==> run_1/met1.png <==
(6 px per um) Supply wires on this layer in gray.
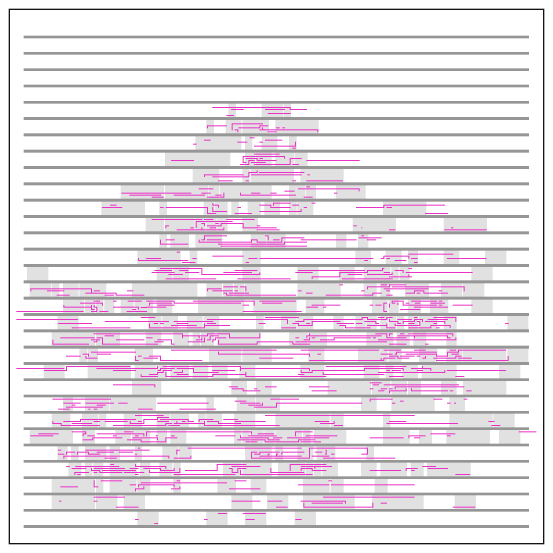
==> run_1/met3.png <==
(4 px per um)
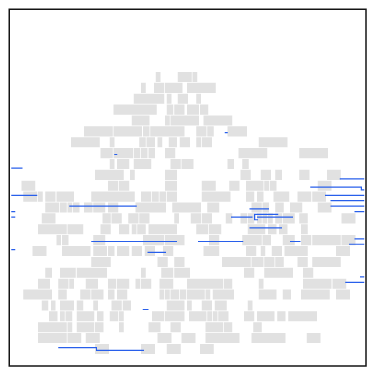
==> run_1/final_congestion.png <==
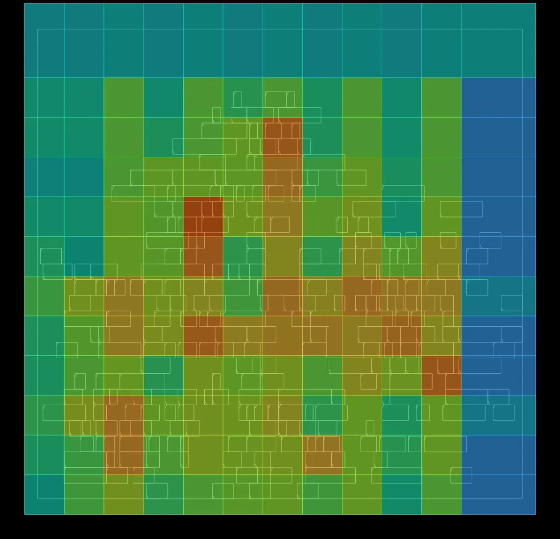
==> run_1/metal_stack.png <==
(6 px per um) Two of the layers only.
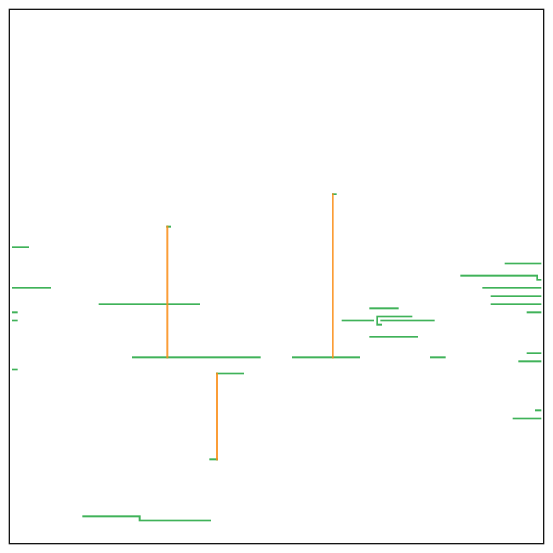
`config.mk`:
```
export PLATFORM = sky130hd
export DESIGN_NAME = game_phase_controller
export DESIGN_NICKNAME = d
export VERILOG_FILES = /design/src/rtl/game_phase_controller.sv
export SDC_FILE = /design/constraint.sdc
export NUM_CORES = 1
export LEC_CHECK = 0
export CORE_MARGIN = 2
export CORE_UTILIZATION = 24
export DETAILED_ROUTE_END_ITERATION = 7
export PLACE_DENSITY = 0.47
export SETUP_SLACK_MARGIN = 0.2
export SYNTH_ARGS = -nofsm -noshare
export SYNTH_HDL_FRONTEND = slang
export SYNTH_SLANG_ARGS = --single-unit
```
`constraint.sdc`:
```
create_clock -name clk -period 2 [get_ports clk]
set_input_delay 0.3 -clock clk [delete_from_list [all_inputs] [get_ports clk]]
set_output_delay 0.3 -clock clk [all_outputs]
set_load 0.005 [all_outputs]
```
`src/rtl/game_phase_controller.sv`:
```
// Game phase sequencer: IDLE -> COUNTDOWN -> PLAY -> OVER, with score and level tracking.
// Optional pause input in PLAY is compiled in when GAME_PAUSE_EN is defined.
//
//   state       | meaning
//   ------------+---------------------------------------------------
//   S_IDLE      | waiting for start, one-second timer stopped
//   S_COUNTDOWN | pre-game countdown, decremented on each sec_pulse
//   S_PLAY      | game running, score/level advance, spawner enabled
//   S_OVER      | ship hit, score/level frozen for display
module game_phase_controller #(
  parameter int COUNTDOWN_SEC = 3,
  parameter int LEVEL_SEC     = 10,
  parameter int MAX_LEVEL     = 7,
  parameter int LEVEL_W       = 3,
  parameter int SCORE_W       = 8
) (
  input  logic               clk,
  input  logic               rst,
  input  logic               start,
  input  logic               collision,
  input  logic               sec_pulse,
`ifdef GAME_PAUSE_EN
  input  logic               pause,
`endif
  output logic               timer_enable,
  output logic               spawn_enable,
  output logic [1:0]         phase,
  output logic [3:0]         countdown,
  output logic [LEVEL_W-1:0] level,
  output logic               level_up,
  output logic [SCORE_W-1:0] score,
  output logic               game_over
);

  typedef enum logic [1:0] {
    S_IDLE      = 2'd0,
    S_COUNTDOWN = 2'd1,
    S_PLAY      = 2'd2,
    S_OVER      = 2'd3
  } state_t;

  localparam logic [3:0]         CD_INIT   = 4'(COUNTDOWN_SEC);
  localparam logic [7:0]         LVL_LAST  = 8'(LEVEL_SEC - 1);
  localparam logic [LEVEL_W-1:0] LVL_MAX   = LEVEL_W'(MAX_LEVEL);
  localparam logic [SCORE_W-1:0] SCORE_MAX = '1;

  state_t               state;
  state_t               state_nxt;
  logic                 timer_enable_nxt;
  logic                 spawn_enable_nxt;
  logic                 game_over_nxt;

  logic [7:0]           lvl_sec;
  logic [7:0]           lvl_sec_nxt;
  logic [3:0]           countdown_nxt;
  logic [LEVEL_W-1:0]   level_nxt;
  logic                 level_up_nxt;
  logic [SCORE_W-1:0]   score_nxt;

  logic                 paused;
  logic                 play_tick;
  logic                 cd_last;
  logic                 lvl_wrap;

`ifdef GAME_PAUSE_EN
  assign paused = (state == S_PLAY) && pause;
`else
  assign paused = 1'b0;
`endif

  // A collision in the same cycle as sec_pulse ends the game without scoring that second.
  assign play_tick = (state == S_PLAY) && sec_pulse && !collision && !paused;
  assign cd_last   = (countdown <= 4'd1);
  assign lvl_wrap  = (lvl_sec == LVL_LAST);

  assign phase = state;

  // State register, also holding the registered control outputs.
  always_ff @(posedge clk) begin
    if (!rst) begin
      state        <= S_IDLE;
      timer_enable <= 1'b0;
      spawn_enable <= 1'b0;
      game_over    <= 1'b0;
    end else begin
      state        <= state_nxt;
      timer_enable <= timer_enable_nxt;
      spawn_enable <= spawn_enable_nxt;
      game_over    <= game_over_nxt;
    end
  end

  always_comb begin
    state_nxt = state;
    case (state)
      S_IDLE:      if (start) state_nxt = S_COUNTDOWN;
      S_COUNTDOWN: if (sec_pulse && cd_last) state_nxt = S_PLAY;
      S_PLAY:      if (collision && !paused) state_nxt = S_OVER;
      S_OVER:      if (start) state_nxt = S_COUNTDOWN;
      default:     state_nxt = S_IDLE;
    endcase
  end

  // Pause only matters once already in PLAY, so the countdown->play edge always enables.
  always_comb begin
    timer_enable_nxt = (state_nxt == S_COUNTDOWN) || ((state_nxt == S_PLAY) && !paused);
    spawn_enable_nxt = (state_nxt == S_PLAY) && !paused;
    game_over_nxt    = (state_nxt == S_OVER);
  end

  always_comb begin
    countdown_nxt = countdown;
    score_nxt     = score;
    level_nxt     = level;
    lvl_sec_nxt   = lvl_sec;
    level_up_nxt  = 1'b0;
    case (state)
      S_IDLE: begin
        if (start) countdown_nxt = CD_INIT;
      end
      S_COUNTDOWN: begin
        if (sec_pulse) countdown_nxt = cd_last ? 4'd0 : (countdown - 4'd1);
      end
      S_PLAY: begin
        if (play_tick) begin
          if (score != SCORE_MAX) score_nxt = score + 1'b1;
          if (lvl_wrap) begin
            lvl_sec_nxt = 8'd0;
            if (level < LVL_MAX) begin
              level_nxt    = level + 1'b1;
              level_up_nxt = 1'b1;
            end
          end else begin
            lvl_sec_nxt = lvl_sec + 8'd1;
          end
        end
      end
      S_OVER: begin
        if (start) begin
          countdown_nxt = CD_INIT;
          score_nxt     = '0;
          level_nxt     = '0;
          lvl_sec_nxt   = 8'd0;
        end
      end
      default: ;
    endcase
  end

  always_ff @(posedge clk) begin
    if (!rst) begin
      countdown <= 4'd0;
      score     <= '0;
      level     <= '0;
      lvl_sec   <= 8'd0;
      level_up  <= 1'b0;
    end else begin
      countdown <= countdown_nxt;
      score     <= score_nxt;
      level     <= level_nxt;
      lvl_sec   <= lvl_sec_nxt;
      level_up  <= level_up_nxt;
    end
  end

endmodule

```
==> run summary, run 1 <==
# diodes - 0
Max-Cap Viols - 0
worst-case register-to-register setup slack - 0.23 ns
pre-CTS worst setup slack - -0.00227 ns
minimum clock period - 1.77 ns
worst reg2reg startpoint - phase[0]
logic depth of the worst path, buffers included - 6
Max H-tree Level - 2
post-synthesis average cell area - 8.59 um2
yosys aoi share - 0.209
wire length on met3 - 182 um
y dimension of the die - 88.8 um
top post-synthesis cells by count - sky130_fd_sc_hd__dfxtp_1 (29), sky130_fd_sc_hd__nand2_1 (16), sky130_fd_sc_hd__ha_1 (13), sky130_fd_sc_hd__nor2_1 (12), sky130_fd_sc_hd__a21oi_1 (11)
run status - completed
parity-gate share of the synthesized area counting xor and xnor cells - 0.0101
YS chip area - 0.00173 mm2
synthesized instance count - 201
Iteration-0 DRC Markers - 63
post-placement cell count - 339
sum of overflow across all layers after global routing - 0
required time of the critical path - 2.22 ns
Residual DRC - 0
CORE AREA - 0.00687 mm2
endpoint of the most critical register-to-register path - lvl_sec[6]
number of rows created at floorplan - 30
area fraction in and, or, nand and nor cells after synthesis - 0.282
arrival time reported for the critical path endpoint - 1.99 ns
worst min-delay path endpoint - level[2]
Top delay family on crit path - simple AND/OR/NAND/NOR gates
I/O Buffers - 25
number of sinks driven by the clock tree - 29
number of buffers created by CTS - 5
horizontal die size - 88.8 um
cell depth of the worst min-delay path - 2
post-synthesis net count - 219
Commonest Layout Cell - sky130_fd_sc_hd__buf_4
depth of the worst register-to-register path - 6
post-synthesis instance area - 0.00173 mm2
master of the slowest instance on the critical path - sky130_fd_sc_hd__or4_1
kind of critical path - reg2reg
count of warning messages emitted by the tools - 34
number of nets still failing antenna checks after routing - 0
# setup viols final - 0
Final Net Count - 274
multiplexer fraction of the synthesized cell area - 0.0174
leading area contributor after synthesis - sky130_fd_sc_hd__dfxtp_1
list of cells traversed by the critical path - inv_1, ha_4, buf_4, a21o_4, or4_1, a21oi_2
Max Clk Rate - 564 MHz
first-pass detailed-route iteration total - 4
root cell of the clock tree - sky130_fd_sc_hd__clkbuf_8
stage delay of the slowest cell on the critical path - 0.52 ns
largest fanout of any net on the critical path - 10
number of global-route vias before repair - 1,543
top library cells by usage in the layout, fill and taps aside - sky130_fd_sc_hd__buf_4 (31), sky130_fd_sc_hd__dfxtp_1 (25), sky130_fd_sc_hd__clkdlybuf4s50_1 (25)
insertion delay of the later-clocked pin in the worst-skew pair - 0.29 ns
share of the synthesized area in the top cell type - 0.336
arithmetic-cell share of the synthesized area counting full adders, half adders and majority gates - 0.0942
cell with the most instances after synthesis - sky130_fd_sc_hd__dfxtp_1
setup fix buffers added after clock tree synthesis - 2
maximum number of pins on one net before global-route repair - 14
Max Buffers Root-to-Sink - 2
layout overhead on the synthesized area - 45.7%
headroom to the max-slew limit - 0.764
Final Max Slew Viols - 0
Vias per Instance - 4.84
share of layout cells above drive strength 1 - 0.249
slack of the critical path - 0.228 ns
DR top layer - met4
DRT met1 WL - 2.34 mm
worst setup path endpoint - lvl_sec[6]
number of antenna violations at the first check in global routing - 0
TritonCTS clock tree - built
combinational family with the most area after synthesis - simple AND/OR/NAND/NOR gates
gr busiest metal - met1
actual slew at the worst max-slew pin - 0.344 ns
share of the yosys chip area belonging to registers - 0.336
Static Leakage - 0.926 nW
kind of start point of the critical path - flop
met2 WL post-DR - 1.93 mm
unrepaired setup endpoints after global routing - true
estimated wirelength of the detail-placed design - 3.22 mm
Synthesized registers - 29
Final Total Pwr - 1.88 mW
wire length of the first global-routing pass - 7.55 mm
top flip-flop cell by instance count after synthesis - sky130_fd_sc_hd__dfxtp_1
total negative slack for setup checks - 0 ns
warning count from the yosys run - 0
Min Hold Slack - 0.496 ns
final critical-path share of the clock period - 0.886
## Picture notes: met1.png
The longest straight run is 24.8 um. The layer carries 2,340 um of wire. The wires run mostly horizontal. 246 nets have wire on it. The layer holds 52% of the routed length.
count of vias placed by the detailed router: 1,709
met1 Resource Use GR: 0.177

## Picture notes: met3.png
24 nets have wire on it. The layer carries 182 um of wire.
global routing usage on met3: 0.0289
Final Routed Wirelength: 4.51 mm

## Picture notes: final_congestion.png
Final Util: 0.366
GRT met2 Usage: 0.176

## Picture notes: metal_stack.png
met4: in orange, wire length 63.2 um. met3: in green, wire length 182 um.
overall global routing resource usage: 0.123
mean routed wirelength per cell: 12.8 um

[run 1: power by group]
group	total (mW)	internal [mW]	switching, mW
combinational	0.495	0.264	0.231
clock	0.744	0.495	0.249
sequential	0.642	0.615	0.0277
[run 1: state kept, by name (all words and copies together) (netlist names)]
name          cells
lvl_sec           8
level_up          1
countdown         4
game_over         1
score             8
spawn_enable      1
timer_enable      1
level             3
phase             2
[run 1: layout make-up]
| cell class | instances | area, um2 |
|---|---|---|
| repair buffers | 56 | 483 |
| multi-input cells | 153 | 1150 |
| well taps | 96 | 120 |
| clock inverters | 3 | 65.1 |
| fillers | 725 | 4350 |
| inverters | 11 | 41.3 |
| clock buffers | 5 | 68.8 |
| flip-flops and latches | 29 | 591 |
==> run 2: changes to the inputs <==
- ABC_CLOCK_PERIOD_IN_PS: not set -> 2000
- SETUP_SLACK_MARGIN: 0.2 -> 0.1
==> run_2/met1.png <==
(6 px per um) Supply wires on this layer in gray.
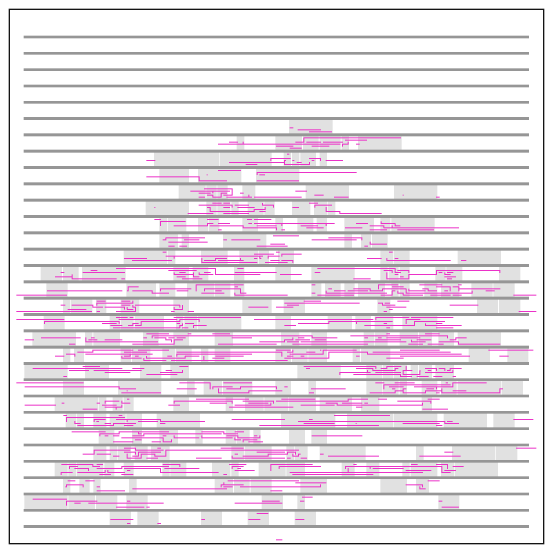
239 nets have wire on it. The layer carries 2,370 um of wire. The longest straight run is 26.7 um. The wires run mostly horizontal.
count of vias placed by the detailed router: 1,648
Final Routed Wirelength: 4.44 mm

==> run_2/metal_stack.png <==
(6 px per um) Two of the layers only.
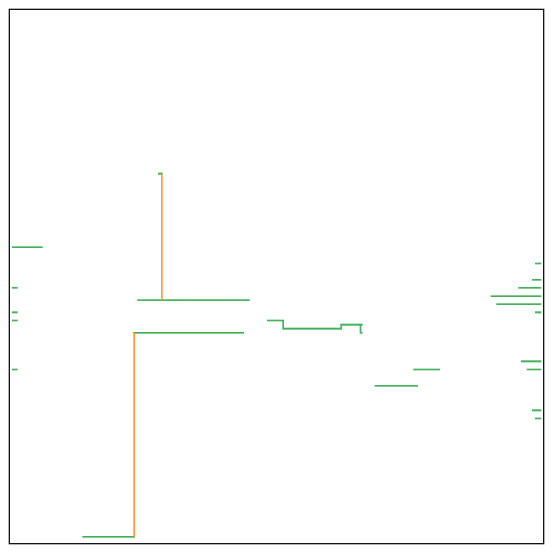
mean routed wirelength per cell: 12.9 um
overall global routing resource usage: 0.125

==> run_2/met3.png <==
(4 px per um)
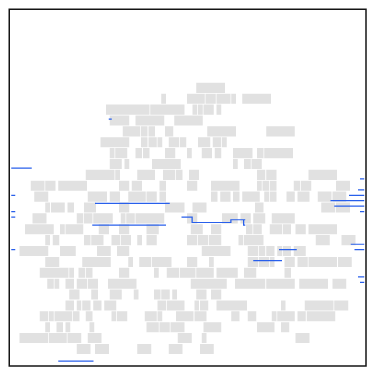
The longest straight run is 18.4 um. The wires run mostly horizontal. The layer holds 2.5% of the routed length. 19 nets have wire on it. The layer carries 112 um of wire.
global routing usage on met3: 0.0280

==> run 2 against run 1 <==
Against the previous run: utilization shrank 2.1 points; worst hold slack gained 0.0035 ns; combinational power shrank 6.9%.
==> run summary, run 2 <==
# diodes - 0 (unchanged)
sequential logic power - 0.634 mW (-1%)
sequential share of power - 0.367 (+0.026)
number of rows created at floorplan - 30 (unchanged)
leading area contributor after synthesis - sky130_fd_sc_hd__dfxtp_1
wire length of the first global-routing pass - 7.73 mm (+2.5%)
Non-CTS buffers - 47 (-16%)
kind of critical path - reg2reg
gr busiest metal - met2
total negative slack for setup checks - 0 ns (unchanged)
list of cells traversed by the critical path - buf_4, ha_1, nor2b_1, a211o_1, or4_1, a21oi_1
run status - completed
Layout fillers - 722 (-0.41%)
Residual DRC - 0 (unchanged)
Max Buffers Root-to-Sink - 2 (unchanged)
maximum number of pins on one net before global-route repair - 14 (unchanged)
Static Leakage - 0.846 nW (-8.6%)
GRT met2 Usage - 0.189 (+0.0122)
sum of overflow across all layers after global routing - 0 (unchanged)
worst reg2reg startpoint - phase[0]
depth of the worst register-to-register path - 6 (unchanged)
share of the synthesized area in the top cell type - 0.336 (unchanged)
total number of multi-input combinational cells - 152 (-0.65%)
flip-flop and latch area - 583 um2 (-1.3%)
multi-input combinational area share - 0.462 (+0.00575)
worst setup path endpoint - countdown[3]
clock share of power - 0.365 (-0.030)
area fraction in and, or, nand and nor cells after synthesis - 0.282 (unchanged)
stage delay of the slowest cell on the critical path - 0.47 ns (-0.05 ns)
inverters - 11 (unchanged)
Internal Dissipation - 1.25 mW (-8.8%)
layout overhead on the synthesized area - 37.3%
met1 Resource Use GR - 0.175 (-0.00212)
Max H-tree Level - 2 (unchanged)
endpoint of the most critical register-to-register path - countdown[3]
share of layout cells above drive strength 1 - 0.178 (-0.0709)
insertion delay of the later-clocked pin in the worst-skew pair - 0.28 ns (about the same)
minimum clock period - 1.77 ns (-0.00104 ns)
I/O Buffers - 25 (unchanged)
DRT met1 WL - 2.37 mm (+1.5%)
top flip-flop cell by instance count after synthesis - sky130_fd_sc_hd__dfxtp_1
top flop regs - lvl_sec: 8 flops, score: 8 flops, countdown: 4 flops
Max Clk Rate - 565 MHz (about the same)
y dimension of the die - 88.8 um (unchanged)
Vias per Instance - 4.80 (-0.76%)
yosys aoi share - 0.209 (unchanged)
CORE AREA - 0.00687 mm2 (unchanged)
share of the yosys chip area belonging to registers - 0.336 (unchanged)
number of global-route vias before repair - 1,604 (+4.0%)
arrival time reported for the critical path endpoint - 1.99 ns (about the same)
synthesized instance count - 201 (unchanged)
footprint of the multi-input gates - 0.00109 mm2 (-4.6%)
Psw - 0.472 mW (-6.9%)
horizontal die size - 88.8 um (unchanged)
non-clk buf share - 0.175 (-0.0167)
cell depth of the worst min-delay path - 2 (unchanged)
number of buffers created by CTS - 5 (unchanged)
multiplexer fraction of the synthesized cell area - 0.0174 (unchanged)
Final Net Count - 264 (-3.6%)
arithmetic-cell share of the synthesized area counting full adders, half adders and majority gates - 0.0942 (unchanged)
logic depth of the worst path, buffers included - 6 (unchanged)
portion of the layout cell area used by clock cells - 0.0491 (-0.00413)
final critical-path share of the clock period - 0.885 (about the same)
clock buffer count - 7 (+2)
wire length on met3 - 112 um (-38%)
post-synthesis net count - 219 (unchanged)
cell with the most instances after synthesis - sky130_fd_sc_hd__dfxtp_1
Max-area cell class - combinational gates
warning count from the yosys run - 0 (unchanged)
number of antenna violations at the first check in global routing - 0 (unchanged)
root cell of the clock tree - sky130_fd_sc_hd__clkbuf_8
actual slew at the worst max-slew pin - 0.377 ns (+0.0329 ns)
## run 2: cell counts after synthesis
No cell type changed its count.
## run 2: stage by stage
stage | setup slack (ns) | power, mW | utilization | hold slack (ns) | cells
2_1_floorplan | 0.108 | 0.893 | - | 0.459 | 201
3_3_place_gp | 0.0512 | 1.09 | 0.322 | 0.485 | 335
3_5_place_dp | 0.00736 | 1.08 | 0.322 | 0.490 | 335
4_1_cts | 0.130 | 1.73 | 0.340 | 0.508 | 343
5_1_grt | 0.119 | 1.84 | 0.345 | 0.527 | 343
6_report | 0.229 | 1.73 | 0.345 | 0.499 | 343
## run 2: timing repair
| item | in CTS | in global routing |
|---|---|---|
| resized | 1 | 9 |
| setup endpoints to repair | 1 | 19 |
| cloned | 0 | 0 |
| buffers inserted | 0 | 0 |
==> run 3: changes to the inputs <==
- CELL_PAD_IN_SITES_DETAIL_PLACEMENT: not set -> 1
- CELL_PAD_IN_SITES_GLOBAL_PLACEMENT: not set -> 1
- PLACE_DENSITY: 0.47 -> 0.58
==> run_3/metal_stack.png <==
(6 px per um) Two of the layers only.
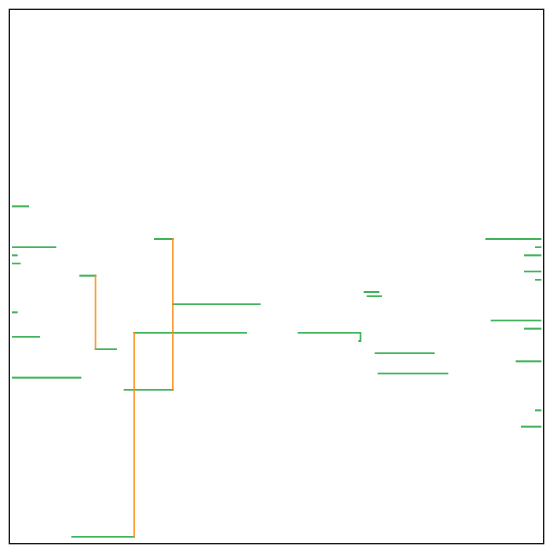
overall global routing resource usage: 0.137
mean routed wirelength per cell: 14.5 um
Final Routed Wirelength: 4.99 mm
count of vias placed by the detailed router: 1,690

==> run_3/final_congestion.png <==
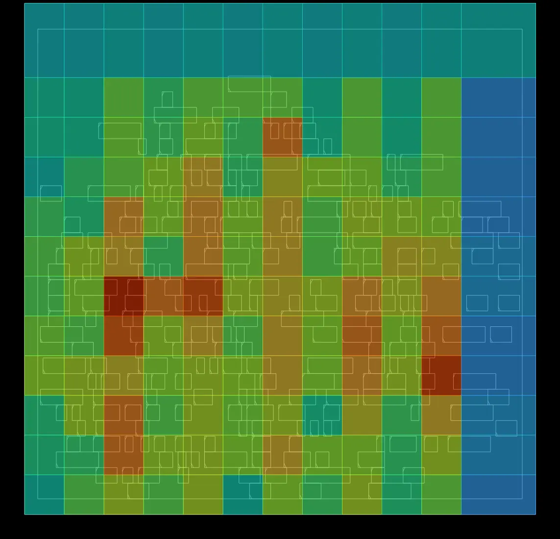
GRT met2 Usage: 0.203
gr busiest metal: met2
global routing usage on met3: 0.0308
met1 Resource Use GR: 0.195
Final Util: 0.340

==> run_3/met1.png <==
(6 px per um) Supply wires on this layer in gray.
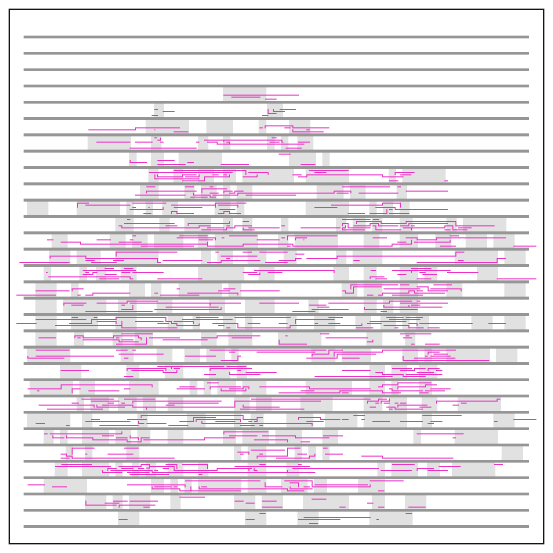

==> run 3 against run 2 <==
Against the previous run: non-clock buffer count is 1 higher; via count increased by 2.5%; routed wire length grew 12%; sequential share of layout area up 0.37 points; utilization decreased by 0.51 points; synthesized area is the same; critical path depth stayed put; combinational power barely moved; clock-buffer cell count fell by 2; global-route usage up 1.2 points; register-to-register slack hardly changed.
==> run summary, run 3 <==
leading area contributor after synthesis - sky130_fd_sc_hd__dfxtp_1
total negative slack for setup checks - 0 ns (unchanged)
maximum number of pins on one net before global-route repair - 14 (unchanged)
stage delay of the slowest cell on the critical path - 0.51 ns (+0.04 ns)
minimum clock period - 1.78 ns (+0.00644 ns)
Internal Dissipation - 1.08 mW (-14%)
non-filler cells, final - 344 (+0.29%)
Psw - 0.504 mW (+6.7%)
Residual DRC - 0 (unchanged)
setup fix buffers added after clock tree synthesis - 0 (unchanged)
master of the slowest instance on the critical path - sky130_fd_sc_hd__or4_1
headroom to the max-slew limit - 0.755
Max Buffers Root-to-Sink - 2 (unchanged)
Min Hold Slack - 0.500 ns (+0.000560 ns)
flip-flops with a built-in enable - 0
pre-CTS worst setup slack - -0.0107 ns (-0.0181 ns)
power density over cell area - 678 mW/mm2
list of cells traversed by the critical path - inv_1, ha_2, buf_6, a21o_2, or4_1, a21oi_1
flip-flop and latch area - 583 um2 (unchanged)
share of the yosys chip area belonging to registers - 0.336 (unchanged)
Final Net Count - 265 (+0.38%)
sequential share of power - 0.398 (+0.031)
layout overhead on the synthesized area - 35.3%
slack of the critical path - 0.223 ns (-0.00644 ns)
cell with the most instances after synthesis - sky130_fd_sc_hd__dfxtp_1
number of global-route vias before repair - 1,677 (+4.6%)
wire length of the first global-routing pass - 8.38 mm (+8.3%)
warning count from the yosys run - 0 (unchanged)
I/O Buffers - 25 (unchanged)
kind of critical path - reg2reg
Synthesized registers - 29
Post-Route Skew - 0.0131 ns
Vias per Instance - 4.91 (+2.3%)
share of the synthesized area in the top cell type - 0.336 (unchanged)
clock share of power - 0.311 (-0.054)
Final Total Pwr - 1.58 mW (-8.1%)
kind of start point of the critical path - flop
actual slew at the worst max-slew pin - 0.364 ns (-0.0125 ns)
horizontal die size - 88.8 um (unchanged)
ys async rst share - 0
required time of the critical path - 2.22 ns
number of gates given a new drive strength after cts - 3 (+2)
sequential logic power - 0.631 mW (about the same)
Yosys Instances - 201
root cell of the clock tree - sky130_fd_sc_hd__clkbuf_8
Commonest Layout Cell - sky130_fd_sc_hd__dfxtp_1
number of antenna violations at the first check in global routing - 0 (unchanged)
Worst setup EP type - flop
post-placement cell count - 334 (-0.30%)
y dimension of the die - 88.8 um (unchanged)
Max H-tree Level - 2 (unchanged)
class of the worst hold path - reg2reg
run status - completed
Top delay family on crit path - simple AND/OR/NAND/NOR gates
Iteration-0 DRC Markers - 30
Layout fillers - 850 (+18%)
CORE AREA - 0.00687 mm2 (unchanged)
unrepaired setup endpoints after global routing - false
final critical-path share of the clock period - 0.889 (+0.00322)
wire length on met3 - 160 um (+43%)
first-pass detailed-route iteration total - 4
Max Clk Rate - 563 MHz (-0.36%)
arrival time reported for the critical path endpoint - 1.99 ns (about the same)
# diodes - 0 (unchanged)
synthesized instance count - 201 (unchanged)
Layout Cell Area excl Fill - 0.00234 mm2
power of the clock network - 0.492 mW
group with the largest share of power - sequential cells
ports placed on the boundary - 26
top post-synthesis cells by count - sky130_fd_sc_hd__dfxtp_1 (29), sky130_fd_sc_hd__nand2_1 (16), sky130_fd_sc_hd__ha_1 (13), sky130_fd_sc_hd__nor2_1 (12), sky130_fd_sc_hd__a21oi_1 (11)
DRT met1 WL - 2.62 mm (+11%)
CP bufs+invs - 2
comb pwr - 0.461 mW
top flip-flop cell by instance count after synthesis - sky130_fd_sc_hd__dfxtp_1
sum of overflow across all layers after global routing - 0 (unchanged)
Static Leakage - 0.849 nW (+0.34%)
worst-case register-to-register setup slack - 0.22 ns
number of buffers created by CTS - 5 (unchanged)
number of rows created at floorplan - 30 (unchanged)
post-synthesis net count - 219 (unchanged)
footprint of the multi-input gates - 0.00108 mm2 (-1.5%)
TritonCTS clock tree - built
insertion delay of the later-clocked pin in the worst-skew pair - 0.29 ns (about the same)
share of layout cells above drive strength 1 - 0.173 (-0.00475)
top flop regs - lvl_sec: 8 flops, score: 8 flops, countdown: 4 flops
-- run 3: cell type report --
type                    instances  area share
multi-input cells             152       0.462
well taps                      96      0.0514
inverters                      11      0.0177
repair buffers                 48       0.183
clock inverters                 3     0.00750
clock buffers                   5      0.0295
flip-flops and latches         29       0.250
-- run 3: final timing paths --
| check | depth (start not counted) | endpoint | startpoint |
|---|---|---|---|
| min reg2reg | 2 | lvl_sec[7] | lvl_sec[7] |
| min | 2 | lvl_sec[7] | lvl_sec[7] |
| max reg2reg | 6 | lvl_sec[6] | phase[0] |
| max | 6 | lvl_sec[6] | phase[0] |
-- run 3: cells by family after synthesis --
kind of cell               synth area share
AOI/OAI and AO/OA                     0.209
adders and majority gates            0.0942
xor gates and xnor gates             0.0101
buffers and inverters                0.0515
DFF                                   0.336
muxes                                0.0174
and+or+nand+nor                       0.282

==> screenshots <==
Register map, names as in the netlist.
(6 px per um) Other sequential cells in the stronger gray, the rest of the logic in the fainter gray.
picture 1
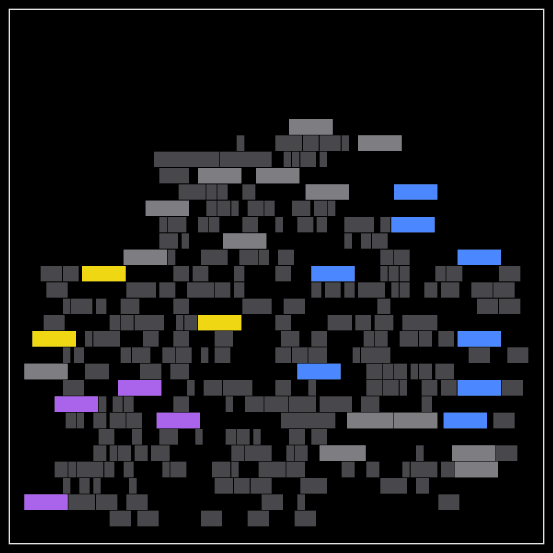
picture 2
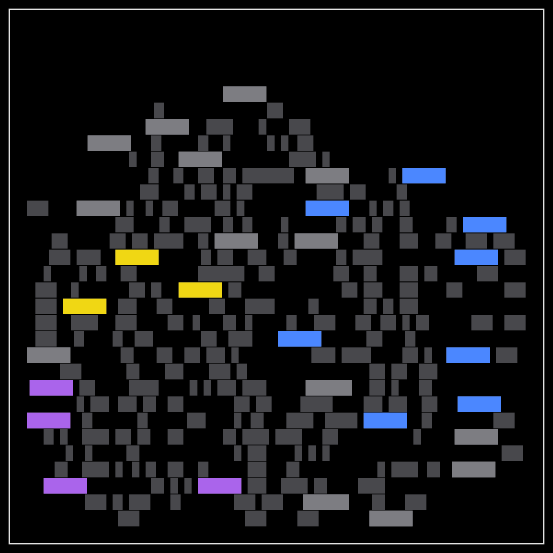
Run 2 is picture 1.
Run 3 is picture 2.

Key to picture 2:
countdown: in purple, placed flops 4, where lower left. level: in yellow, placed flops 3. score: in blue, placed flops 8.
Another 14 sequential cells are not colored.

Power and IR drop assume default switching activity.
